**src/rtl/crash_detect.sv**
```systemverilog
// crash_detect: pixel-level collision detector with a player life and
// invulnerability state machine. Crash outputs are combinational from the
// alpha inputs of the pixel being scanned, gated by the registered game state.

module crash_detect #(
  parameter int LIVES          = 3,
  parameter int LIVES_BIT_LEN  = 2,
  parameter int INVULN_FRAMES  = 120,
  parameter int INVULN_BIT_LEN = 7
) (
  input  logic                     clk_vga,
  input  logic                     rst,
  input  logic                     en_i,
  input  logic                     v_sync_i,
  input  logic                     enemy_alpha_i,
  input  logic                     bullet_alpha_i,
  input  logic                     me_alpha_i,
  output logic                     crash_enemy_bullet_o,
  output logic                     crash_me_enemy_o,
  output logic [LIVES_BIT_LEN-1:0] lives_o,
  output logic                     invuln_o,
  output logic                     game_over_o
);

  typedef enum logic [2:0] {
    ST_IDLE,
    ST_ARM,
    ST_ACTIVE,
    ST_INVULN,
    ST_OVER
  } state_t;

  localparam logic [LIVES_BIT_LEN-1:0]  LIVES_INIT  = LIVES_BIT_LEN'(LIVES);
  localparam logic [LIVES_BIT_LEN-1:0]  LIVES_ONE   = LIVES_BIT_LEN'(1);
  localparam logic [INVULN_BIT_LEN-1:0] INVULN_LOAD = INVULN_BIT_LEN'(INVULN_FRAMES);
  localparam logic [INVULN_BIT_LEN-1:0] CNT_ONE     = INVULN_BIT_LEN'(1);

  state_t                    state_q, state_d;
  logic [LIVES_BIT_LEN-1:0]  lives_q, lives_d;
  logic [INVULN_BIT_LEN-1:0] cnt_q, cnt_d;
  logic                      v_sync_q, v_sync_d;
  logic                      invuln_q, invuln_d;
  logic                      game_over_q, game_over_d;

  logic fs;
  logic ob;
  logic om;

  // Frame start and per-pixel overlap terms.
  always_comb begin
    fs       = v_sync_q & ~v_sync_i;
    ob       = enemy_alpha_i & bullet_alpha_i;
    om       = enemy_alpha_i & me_alpha_i;
    v_sync_d = v_sync_i;
  end

  // Next-state logic: disabling the game overrides every other transition.
  always_comb begin
    // NOTE: defaults first so every path assigns every signal; otherwise a latch is inferred.
    state_d = state_q;
    lives_d = lives_q;
    cnt_d   = cnt_q;
    if (!en_i) begin
      state_d = ST_IDLE;
      lives_d = LIVES_INIT;
      cnt_d   = '0;
    end else begin
      case (state_q)
        ST_IDLE: begin
          lives_d = LIVES_INIT;
          state_d = ST_ARM;
        end
        ST_ARM: begin
          // Wait for a clean frame so no crash comes from a partial frame.
          if (fs) state_d = ST_ACTIVE;
        end
        ST_ACTIVE: begin
          if (om) begin
            if (lives_q > LIVES_ONE) begin
              lives_d = lives_q - LIVES_ONE;
              cnt_d   = INVULN_LOAD;
              state_d = ST_INVULN;
            end else begin
              lives_d = '0;
              state_d = ST_OVER;
            end
          end
        end
        ST_INVULN: begin
          // Player hits are ignored; only frame starts matter here.
          if (fs) begin
            if (cnt_q <= CNT_ONE) begin
              cnt_d   = '0;
              state_d = ST_ACTIVE;
            end else begin
              cnt_d = cnt_q - CNT_ONE;
            end
          end
        end
        ST_OVER: begin
          state_d = ST_OVER;
        end
        default: begin
          state_d = ST_IDLE;
          lives_d = LIVES_INIT;
          cnt_d   = '0;
        end
      endcase
    end
  end

  // Registered status outputs decoded from the next state.
  always_comb begin
    invuln_d    = (state_d == ST_INVULN);
    game_over_d = (state_d == ST_OVER);
  end

  // State, counters, v_sync delay and status flops.
  always_ff @(posedge clk_vga or posedge rst) begin
    if (rst) begin
      state_q     <= ST_IDLE;
      lives_q     <= LIVES_INIT;
      cnt_q       <= '0;
      v_sync_q    <= 1'b1;
      invuln_q    <= 1'b0;
      game_over_q <= 1'b0;
    end else begin
      // NOTE: non-blocking assignments so every flop samples pre-edge values.
      state_q     <= state_d;
      lives_q     <= lives_d;
      cnt_q       <= cnt_d;
      v_sync_q    <= v_sync_d;
      invuln_q    <= invuln_d;
      game_over_q <= game_over_d;
    end
  end

  // Zero-latency crash outputs, gated by registered state and the enable.
  always_comb begin
    crash_enemy_bullet_o = ob & en_i &
                           ((state_q == ST_ACTIVE) | (state_q == ST_INVULN));
    crash_me_enemy_o     = om & en_i & (state_q == ST_ACTIVE);
    lives_o              = lives_q;
    invuln_o             = invuln_q;
    game_over_o          = game_over_q;
  end

endmodule

```
**config.mk**
```make
export PLATFORM = sky130hd
export DESIGN_NAME = crash_detect
export DESIGN_NICKNAME = d
export VERILOG_FILES = /design/src/rtl/crash_detect.sv
export SDC_FILE = /design/constraint.sdc
export NUM_CORES = 1
export LEC_CHECK = 0
export CAP_MARGIN = 15
export CORE_UTILIZATION = 53
export DETAILED_ROUTE_END_ITERATION = 10
export GPL_ROUTABILITY_DRIVEN = 0
export PLACE_DENSITY = 0.77
export SETUP_SLACK_MARGIN = 0.1
export SLEW_MARGIN = 20
export SYNTH_ARGS = -nofsm -noshare
export SYNTH_HDL_FRONTEND = slang
export SYNTH_SLANG_ARGS = --single-unit
```
**constraint.sdc**
```tcl
create_clock -name clk_vga -period 1.82 [get_ports clk_vga]
set_input_delay 0.455 -clock clk_vga [delete_from_list [all_inputs] [get_ports clk_vga]]
set_output_delay 0.455 -clock clk_vga [all_outputs]
set_load 0.005 [all_outputs]
```
Fig. 1: run 1, a small window of the routed layout
Region (0, 20) to (25, 45) um. Cells in grey, sequential cells in the stronger grey; small squares are vias.
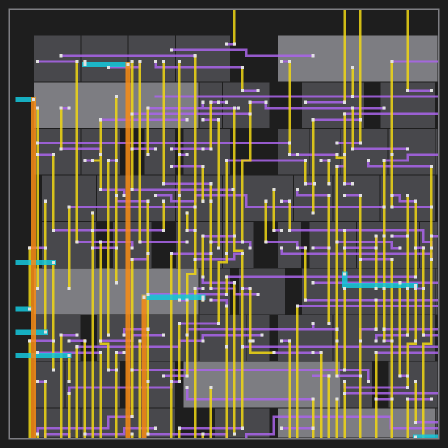
metal 1: drawn in purple. metal 3: drawn in cyan. metal 2: drawn in yellow. metal 4: drawn in orange.
Sequential cells in the window: 5. Netlist names of flops here include lives_o (2). 54 logic cells have their middle in the window. Most frequent: buf_4 (12), dlygate4sd2_1 (5), dfstp_2 (3).

Fig. 2: run 1, placed cells, one colour a class
Drawn at 8 px/um.
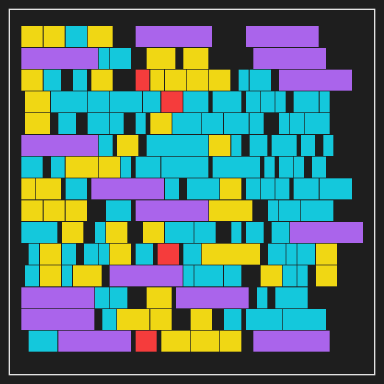
combinational and other logic: drawn in cyan, cells 90, share of their area 45%. remaining buffers and delay cells: drawn in yellow, cells 43, share of their area 26%. sequential cells: drawn in purple, cells 15, share of their area 27%. clock drivers and dummy loads: drawn in red, cells 4, share of their area 2.0%.
Core ar.: 1745 um2
Finished Core Util: 81.65%
Seq area share: 26.69%
Rows: 15

Fig. 3: run 1, sizing map
Drawn at 8 px/um.
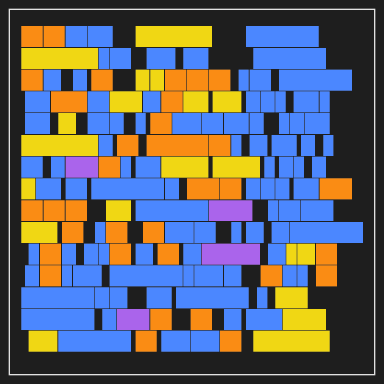
_0 and _1 cells: drawn in blue, cells 94, most used dfrtp_1. _2 cells: drawn in yellow, cells 20, most used dfstp_2. _3 and _4 cells: drawn in orange, cells 34, most used buf_4. _6 and larger: drawn in purple, cells 4, most used buf_6.
Syn-to-layout area delta: 42.20%
Non-clk bufs: 43

==> impl_metrics.ini, run 1 <==
; flow metrics
[critical_path]
critPathLaunchType = flop
max_stage_delay_ns = 0.43
cp.arrival_ns = 1.93
cp-startpoint = state_q[2]
path_delay_family = simple AND/OR/NAND/NOR gates
worst-setup-path-type = flop to flop
cp_num_buf_inv = 1

[synth]
synth_flops = 15
syn-cell-area_um2 = 1002
yosysMostFrequentCell = dfrtp_1
avgSynthCellArea_um2 = 9.111
yosysChipArea_um2 = 1002
synth.area.top_cells = dfrtp_1, dfstp_2, inv_1, o32ai_2, nor4_1
synth.mux.area_fraction_pct = 1.124
fa_ha_area_share_pct = 2.497
ys.flop_type = dfrtp_1
aoi_share_pct = 27.97
syn_inst = 110
ys_sh_xor_pct = 0
synth_top_cell_by_area = dfrtp_1
floorplan.nets = 119
postSynthSeqShare_pct = 37.83
common_cells = dfrtp_1, inv_1, nand2_1, nor2_1

[finish]
inv_count = 10
logic_area_um2 = 585.6
seq_cells = 15
n_antenna_cell = 0
layout.nets = 162
register_area_um2 = 380.4
top_register = cnt_q

[clock_tree]
cts_resized = 17
clk_path_buf_depth = 2
cts.sinks = 15
cts.reportedPaths.clkPinSlew_ns = 0.10
cts_tree = built

[sta]
hold_viol_final = 0
finClkSkew_ns = 0.01170
hold_ws_ns = 0.4742
worst_slack_ns = 0.1089

[job]
stage_log_warnings = 29
maxCapViolations = 0

[die]
ioPinCount = 13

[worst_hold_path]
min_path_type = input port to asynchronous set/reset pin

[power]
peakVddDrop_uv = 604.7
comb-power_mw = 0.185
seq_power_mw = 0.353
power_density_nw_per_um2 = 516.7
p_int_mw = 0.5216
leakagePower_nw = 0.6312
total_power_mw = 0.7364

[placed_design]
post_dp_cell_area_um2 = 1270
dp.cells = 161

[global_routing]
grt_use_met2_pct = 51.43
grt.met1_usage_pct = 37.06
overflow = 0
grtUsageMet3_pct = 3.175
grt_max_degree = 16
grt_pass1_vias = 985

[route]
wire_per_inst_um = 16.77
wl_met2_mm = 1.532
ant_nets = 0

[status]
status = finished clean
==> run 1 -> run 2 <==
--- a/config.mk
+++ b/config.mk
@@ -7,6 +7,7 @@
 export LEC_CHECK = 0
 export CAP_MARGIN = 15
 export CORE_UTILIZATION = 53
+export CTS_CLUSTER_SIZE = 25
 export DETAILED_ROUTE_END_ITERATION = 10
 export GPL_ROUTABILITY_DRIVEN = 0
 export PLACE_DENSITY = 0.77
==> run 2 against run 1 <==
Net effect:
- core utilization did not move
- synthesized cell count is the same
- sequential power barely moved
- highest routed layer unchanged
==> impl_metrics.ini, run 2 <==
; flow metrics
[global_routing]
overflow = 0
grt_pass1_vias = 985
grtUsageMet3_pct = 3.175
grt_use_met2_pct = 51.43

[finish]
layout.nets = 162
register_area_um2 = 380.4
nNonClkBuffers = 43
n_antenna_cell = 0
fin_util_pct = 81.65
seq_cells = 15
inv_count = 10
syn_to_final_growth_pct = 42.20
nFillCells = 106
logic_area_um2 = 585.6
top_register = cnt_q
seq_share_pct = 26.69

[critical_path]
path_delay_family = simple AND/OR/NAND/NOR gates
cp_num_buf_inv = 1
critPathLaunchType = flop
max_stage_delay_ns = 0.43
worst-setup-path-type = flop to flop
cp.arrival_ns = 1.93

[synth]
aoi_share_pct = 27.97
ys_sh_xor_pct = 0
ys.flop_type = dfrtp_1
postSynthSeqShare_pct = 37.83
synth.mux.area_fraction_pct = 1.124
syn_inst = 110
synth_flops = 15
synth.area.top_cells = dfrtp_1, dfstp_2, inv_1, o32ai_2, nor4_1
common_cells = dfrtp_1, inv_1, nand2_1, nor2_1
floorplan.nets = 119
yosysChipArea_um2 = 1002
syn-cell-area_um2 = 1002

[status]
status = finished clean

[power]
leakagePower_nw = 0.6312
p_int_mw = 0.5216
seq_power_mw = 0.353
peakVddDrop_uv = 604.7
power_density_nw_per_um2 = 516.7
total_power_mw = 0.7364

[clock_tree]
clk_path_buf_depth = 2
numCtsBuffers = 3
cts_tree = built
cts.sinks = 15
cts_resized = 17
cts.reportedPaths.clkPinSlew_ns = 0.10

[job]
maxCapViolations = 0

[route]
wl_met2_mm = 1.532
ant_nets = 0
via_count = 1088

[placed_design]
dp.cells = 161
post_dp_cell_area_um2 = 1270

[die]
ioPinCount = 13
std_cell_rows = 15

[sta]
worst_slack_ns = 0.1089
hold_ws_ns = 0.4742
Fig. 4: run 2, placed cells, one colour a class
Drawn at 8 px/um.
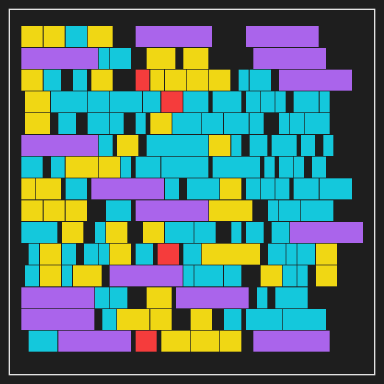
combinational and other logic: drawn in cyan, cells 90, share of their area 45%. clock drivers and dummy loads: drawn in red, cells 4, share of their area 2.0%. sequential cells: drawn in purple, cells 15, share of their area 27%. remaining buffers and delay cells: drawn in yellow, cells 43, share of their area 26%.
post-route cell area: 1425 um2

Fig. 5: run 2, routing congestion
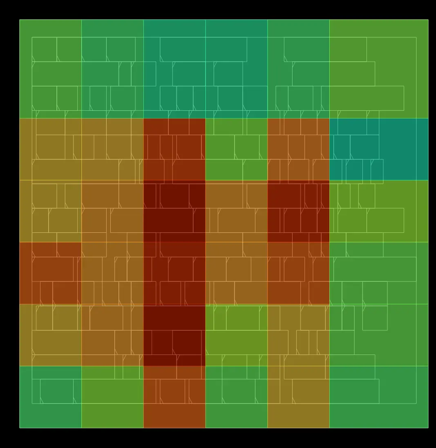
routed wire length per instance: 16.77 um
most used routing layer: met2
total track usage: 30.48%
routing usage on met1: 37.06%

Power and IR drop assume default switching activity.
